File: src/rtl/prm_edge_mask_engine.sv
// rtl/prm_edge_mask_engine.sv - programmable cube-table edge mask engine for PRM collision pruning
// Scans one sum-of-products cube per cycle and ORs matching cubes into per-obstacle mask bits.
module prm_edge_mask_engine #(
    parameter int CFG_W     = 15,
    parameter int NUM_OBS   = 8,
    parameter int NUM_TERMS = 64,
    parameter int ID_W      = 10,
    localparam int AW       = $clog2(NUM_TERMS),
    localparam int OW       = $clog2(NUM_OBS)
) (
    input  logic               clk,
    input  logic               rst_n,
    input  logic               cfg_we,
    input  logic [AW-1:0]      cfg_addr,
    input  logic [CFG_W-1:0]   cfg_care,
    input  logic [CFG_W-1:0]   cfg_val,
    input  logic [OW-1:0]      cfg_obs,
    input  logic               cfg_en,
    output logic               cfg_err,
    input  logic [NUM_OBS-1:0] obs_enable,
    input  logic               in_valid,
    output logic               in_ready,
    input  logic [CFG_W-1:0]   in_code,
    input  logic [ID_W-1:0]    in_id,
    output logic               out_valid,
    input  logic               out_ready,
    output logic [ID_W-1:0]    out_id,
    output logic [NUM_OBS-1:0] out_mask,
    output logic               out_blocked,
    output logic               busy
);

    typedef enum logic [1:0] {S_IDLE, S_SCAN, S_DONE} state_t;

    localparam logic [AW-1:0] LAST = AW'(NUM_TERMS - 1);

    state_t             state_q, state_d;
    logic [CFG_W-1:0]   code_q, code_d;
    logic [ID_W-1:0]    id_q, id_d;
    logic [NUM_OBS-1:0] snap_en_q, snap_en_d;
    logic [NUM_OBS-1:0] acc_q, acc_d;
    logic [AW-1:0]      k_q, k_d;
    logic               cfg_err_q, cfg_err_d;

    logic [CFG_W-1:0]   care_q   [NUM_TERMS];
    logic [CFG_W-1:0]   care_d   [NUM_TERMS];
    logic [CFG_W-1:0]   val_q    [NUM_TERMS];
    logic [CFG_W-1:0]   val_d    [NUM_TERMS];
    logic [OW-1:0]      obs_q    [NUM_TERMS];
    logic [OW-1:0]      obs_d    [NUM_TERMS];
    logic               ent_en_q [NUM_TERMS];
    logic               ent_en_d [NUM_TERMS];

    logic                 tbl_wr;
    logic                 match;
    logic [(1<<OW)-1:0]   obs_dec;
    logic [NUM_OBS-1:0]   hit_vec;
    logic [NUM_OBS-1:0]   acc_next;

    assign tbl_wr = cfg_we && (state_q == S_IDLE);

    always_comb begin
        care_d   = care_q;
        val_d    = val_q;
        obs_d    = obs_q;
        ent_en_d = ent_en_q;
        if (tbl_wr) begin
            care_d[cfg_addr]   = cfg_care;
            val_d[cfg_addr]    = cfg_val;
            obs_d[cfg_addr]    = cfg_obs;
            ent_en_d[cfg_addr] = cfg_en;
        end
    end

    // Channel decode is sized to the full obs field, so out-of-range channels fall off the slice.
    assign match    = ent_en_q[k_q] && (((code_q ^ val_q[k_q]) & care_q[k_q]) == '0);
    assign obs_dec  = {{((1 << OW) - 1){1'b0}}, 1'b1} << obs_q[k_q];
    assign hit_vec  = obs_dec[NUM_OBS-1:0] & snap_en_q & {NUM_OBS{match}};
    assign acc_next = acc_q | hit_vec;

    always_comb begin
        state_d   = state_q;
        code_d    = code_q;
        id_d      = id_q;
        snap_en_d = snap_en_q;
        acc_d     = acc_q;
        k_d       = k_q;
        cfg_err_d = cfg_we && (state_q != S_IDLE);
        case (state_q)
            S_IDLE: begin
                if (in_valid) begin
                    code_d    = in_code;
                    id_d      = in_id;
                    snap_en_d = obs_enable;
                    acc_d     = '0;
                    k_d       = '0;
                    state_d   = S_SCAN;
                end
            end
            S_SCAN: begin
                acc_d = acc_next;
                k_d   = k_q + AW'(1);
                if ((k_q == LAST) ||
                    ((snap_en_q != '0) && ((acc_next & snap_en_q) == snap_en_q))) begin
                    state_d = S_DONE;
                end
            end
            S_DONE: begin
                if (out_ready) state_d = S_IDLE;
            end
            default: state_d = S_IDLE;
        endcase
    end

    always_ff @(posedge clk or negedge rst_n) begin
        if (!rst_n) begin
            state_q   <= S_IDLE;
            code_q    <= '0;
            id_q      <= '0;
            snap_en_q <= '0;
            acc_q     <= '0;
            k_q       <= '0;
            cfg_err_q <= 1'b0;
            for (int i = 0; i < NUM_TERMS; i++) begin
                care_q[i]   <= '0;
                val_q[i]    <= '0;
                obs_q[i]    <= '0;
                ent_en_q[i] <= 1'b0;
            end
        end else begin
            state_q   <= state_d;
            code_q    <= code_d;
            id_q      <= id_d;
            snap_en_q <= snap_en_d;
            acc_q     <= acc_d;
            k_q       <= k_d;
            cfg_err_q <= cfg_err_d;
            care_q    <= care_d;
            val_q     <= val_d;
            obs_q     <= obs_d;
            ent_en_q  <= ent_en_d;
        end
    end

    assign in_ready    = (state_q == S_IDLE);
    assign out_valid   = (state_q == S_DONE);
    assign out_mask    = out_valid ? acc_q : '0;
    assign out_blocked = out_valid && (acc_q != '0);
    assign out_id      = id_q;
    assign busy        = (state_q != S_IDLE);
    assign cfg_err     = cfg_err_q;

endmodule

File: config.mk
export PLATFORM = sky130hd
export DESIGN_NAME = prm_edge_mask_engine
export DESIGN_NICKNAME = d
export VERILOG_FILES = /design/src/rtl/prm_edge_mask_engine.sv
export SDC_FILE = /design/constraint.sdc
export NUM_CORES = 2
export LEC_CHECK = 0
export CORE_MARGIN = 1.5
export CORE_UTILIZATION = 27
export DETAILED_ROUTE_END_ITERATION = 8
export HOLD_SLACK_MARGIN = 0.15
export PLACE_DENSITY_LB_ADDON = 0.05
export SLEW_MARGIN = 20
export SYNTH_ARGS = -nofsm -noshare
export SYNTH_HDL_FRONTEND = slang
export SYNTH_SLANG_ARGS = --single-unit
export TNS_END_PERCENT = 20
File: constraint.sdc
create_clock -name clk -period 5.02 [get_ports clk]
set_input_delay 1.004 -clock clk [delete_from_list [all_inputs] [get_ports clk]]
set_output_delay 1.004 -clock clk [all_outputs]
set_load 0.01 [all_outputs]
==> flow_metrics.env <==
# physical design summary
export IMPL_holdPathEnd="out_id[7]"
export IMPL_tightest_slew_ns=1.039
export IMPL_die_w_um=617.6
export IMPL_drive_gt1_share_pct=50.34
export IMPL_area_leaders="dfrtp_1 55%, mux2_2 24%, mux4_2 8.7%, mux2i_1 3.4%, clkbuf_1 1.7%"
export IMPL_die_h_um=617.6
export IMPL_setup_viol=0
export IMPL_dpl_worst_slack_ns=-0.6075
export IMPL_p_clk_mw=20.6
export IMPL_finalCriticalPeriod_ns=4.928
export IMPL_cp_slowest_cell="mux4_2"
export IMPL_flop_cell="dfrtp_1"
export IMPL_hp_start="out_id[7]"
export IMPL_synth_seq_share_pct=54.62
export IMPL_num_vias=61180
export IMPL_antenna_found_initial=32
export IMPL_ir_worst_vdd_v=0.0002690
export IMPL_outcome="finished, final reports clean"
export IMPL_clock_buffers=439
export IMPL_ys_seq_elements=2226
export IMPL_fin_nets=7147
export IMPL_cp_max_fo=8
export IMPL_diodes=6
export IMPL_switching_share_pct=32.21
export IMPL_placedCellCount=11720
export IMPL_r2r_start="k_q[0]"
export IMPL_comb_cells=3941
export IMPL_final_cells=12280
export IMPL_clk_pin_slew_worst_paths_ns=0.06
export IMPL_area_delta_synth_final_pct=19.12
export IMPL_min_path_type="reg -> reg"
export IMPL_ys_sh_mux_pct=36.31
export IMPL_lay_top_cells="2220 x dfrtp_1, 2191 x mux2_2, 395 x mux4_2"
export IMPL_hold_ws_ns=0.4733
export IMPL_slew_headroom_pct=30.71
export IMPL_reg2reg_to="state_q[0]"
export IMPL_drv_slew=0
export IMPL_ys_types=70
export IMPL_warning_count=46
export IMPL_drc=0
export IMPL_buffers=598
export IMPL_viasPerCell=4.981
export IMPL_nFillCells=36760
export IMPL_grt_pass1_vias=65550
export IMPL_grt_overflow=0
export IMPL_nWellTaps=4994
export IMPL_fp_utilization_pct=27.13
export IMPL_syn_instance_count=6860
export IMPL_yosys_area_um2=102000
export IMPL_yosys_warnings=0
export IMPL_pwr_share_clk_pct=34.7
export IMPL_clk_share_pct=7.602
export IMPL_cts_root_buf="clkbuf_16"
export IMPL_rrSetupSlack_ns=0.09
export IMPL_p_int_mw=40.18
export IMPL_worstHoldPathCells=2
export IMPL_r2r_cells=15
export IMPL_design_area_um2=121500
export IMPL_top_cell="dfrtp_1"
export IMPL_dr_pass1_iters=5
export IMPL_sh_seq_area_pct=45.87
export IMPL_pg_seq_mw=21.9
export IMPL_core_area_um2=375800
export IMPL_final_nonclk_buf_share_pct=5.374
export IMPL_p_leak_nw=57.67
export IMPL_ys_cells=6860
export IMPL_design_seq_count=2226
export IMPL_p_seq_share_pct=37.0
export IMPL_largest_class="registers"
export IMPL_p_comb_mw=16.8
export IMPL_compound_area_share_pct=2.920
export IMPL_finalHoldViolCount=0
export IMPL_simple_gate_area_share_pct=2.087
export IMPL_critPathMaxStageDelay_ns=0.54
export IMPL_synthXorXnorAreaFrac_pct=1.022
export IMPL_place_area_um2=111300
export IMPL_period_used_pct=98.17
export IMPL_ant_nets=0
export IMPL_fa_ha_area_share_pct=0.01227
export IMPL_p_switching_mw=19.09
export IMPL_fin_skew_ns=0.03571
export IMPL_worst_setup_path_start_kind="flip-flop"
[metal layers]
metal  global-route usage, %  routed length, um
met1                   28.99             186900
met2                   33.47             185600
met3                   2.422              11280
met4                   3.862               7493
met5                       0                  0
[worst max-delay path by stage]
stage | startpoint | endpoint | slack (ns) | cells after the start
6_report | k_q[0] | state_q[0] | 0.09 | 15
5_1_grt | k_q[0] | state_q[0] | -0.03 | 17
4_1_cts | k_q[0] | state_q[0] | 0.004 | 15
3_5_place_dp | k_q[0] | state_q[0] | -0.61 | 16
3_3_place_gp | k_q[0] | state_q[0] | -0.61 | 16
2_1_floorplan | k_q[1] | state_q[0] | 1.28 | 15
[tightest hold or removal path, delay by kind of cell, from the launching register on]
| family | cells | cell delay (ns) |
|---|---|---|
| simple gates | 2 | 0.11 |
| flops | 1 | 0.34 |
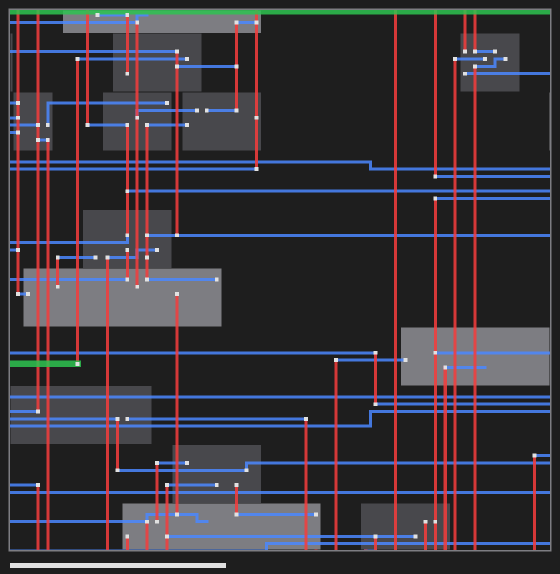
*Zoomed window*
Bar = 10 um. Window x 142 to 167, y 142 to 167 um. Cells in grey, sequential cells in the stronger grey; small squares are vias.
[met3] green
[met2] red
[met1] blue
sequential cells in the window: 3
most frequent: mux2_2 (4), dfrtp_1 (3)
cells with their middle in the window: 12
netlist names of flops here include: obs_q (2), val_q (1)

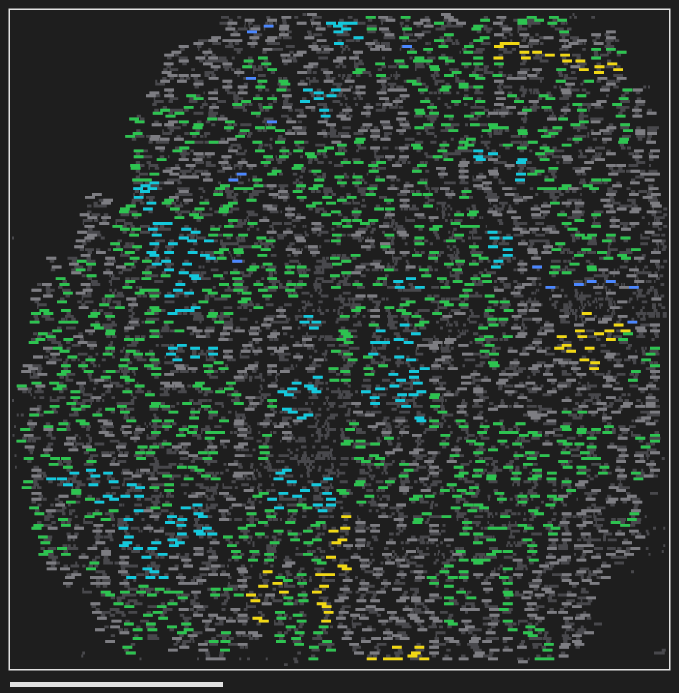
*Sequential cells grouped by signal name*
Bar = 200 um. Other sequential cells in the stronger grey, the rest of the logic in the fainter grey.
[obs_q] cyan | flops: 192
[ent_en_q] yellow | flops: 64
[code_q] blue | flops: 15
[val_q] green | flops: 960 | where: widely spread
not coloured: 995

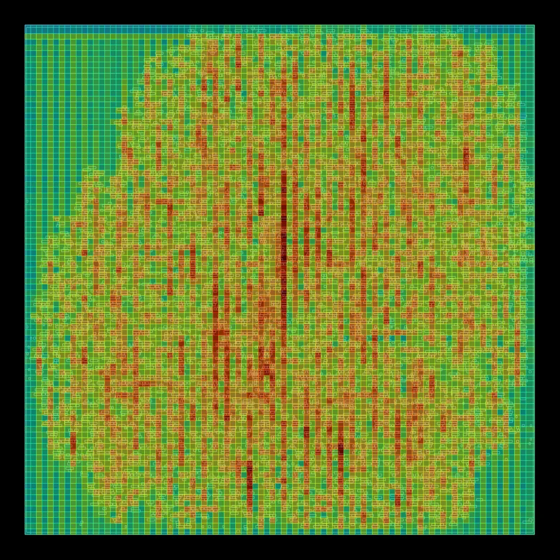
*Congestion heat map*
grt met3 use: 2.422%
grt met1 use: 28.99%
Top Usage Layer GRT: met2
Avg WL per Cell: 31.86 um
GRT Util Overall: 20.39%

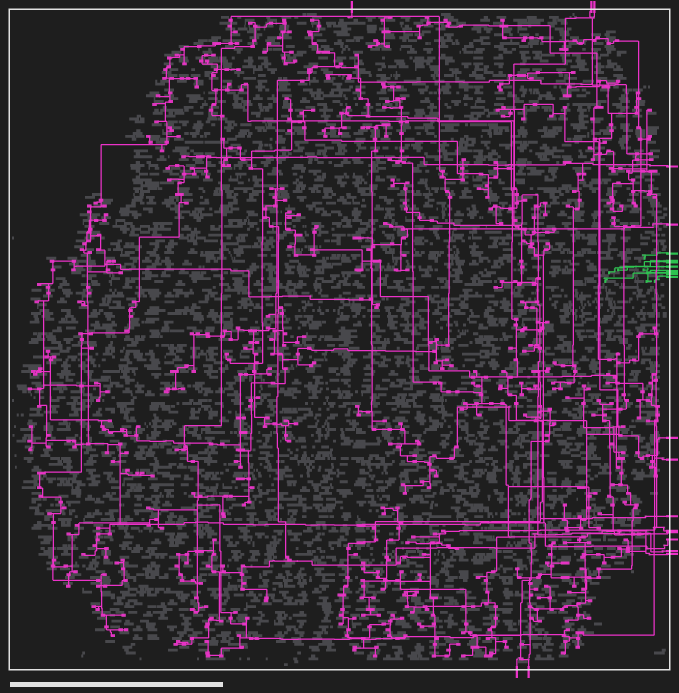
*I/O nets highlighted*
Bar = 200 um.
[obs_enable] green | direction: input | end cells: 8 | buffers: 8 | wire: 333 um
[cfg_care] magenta | direction: input | end cells: 960 | buffers: 33 | wire: 23.3 mm

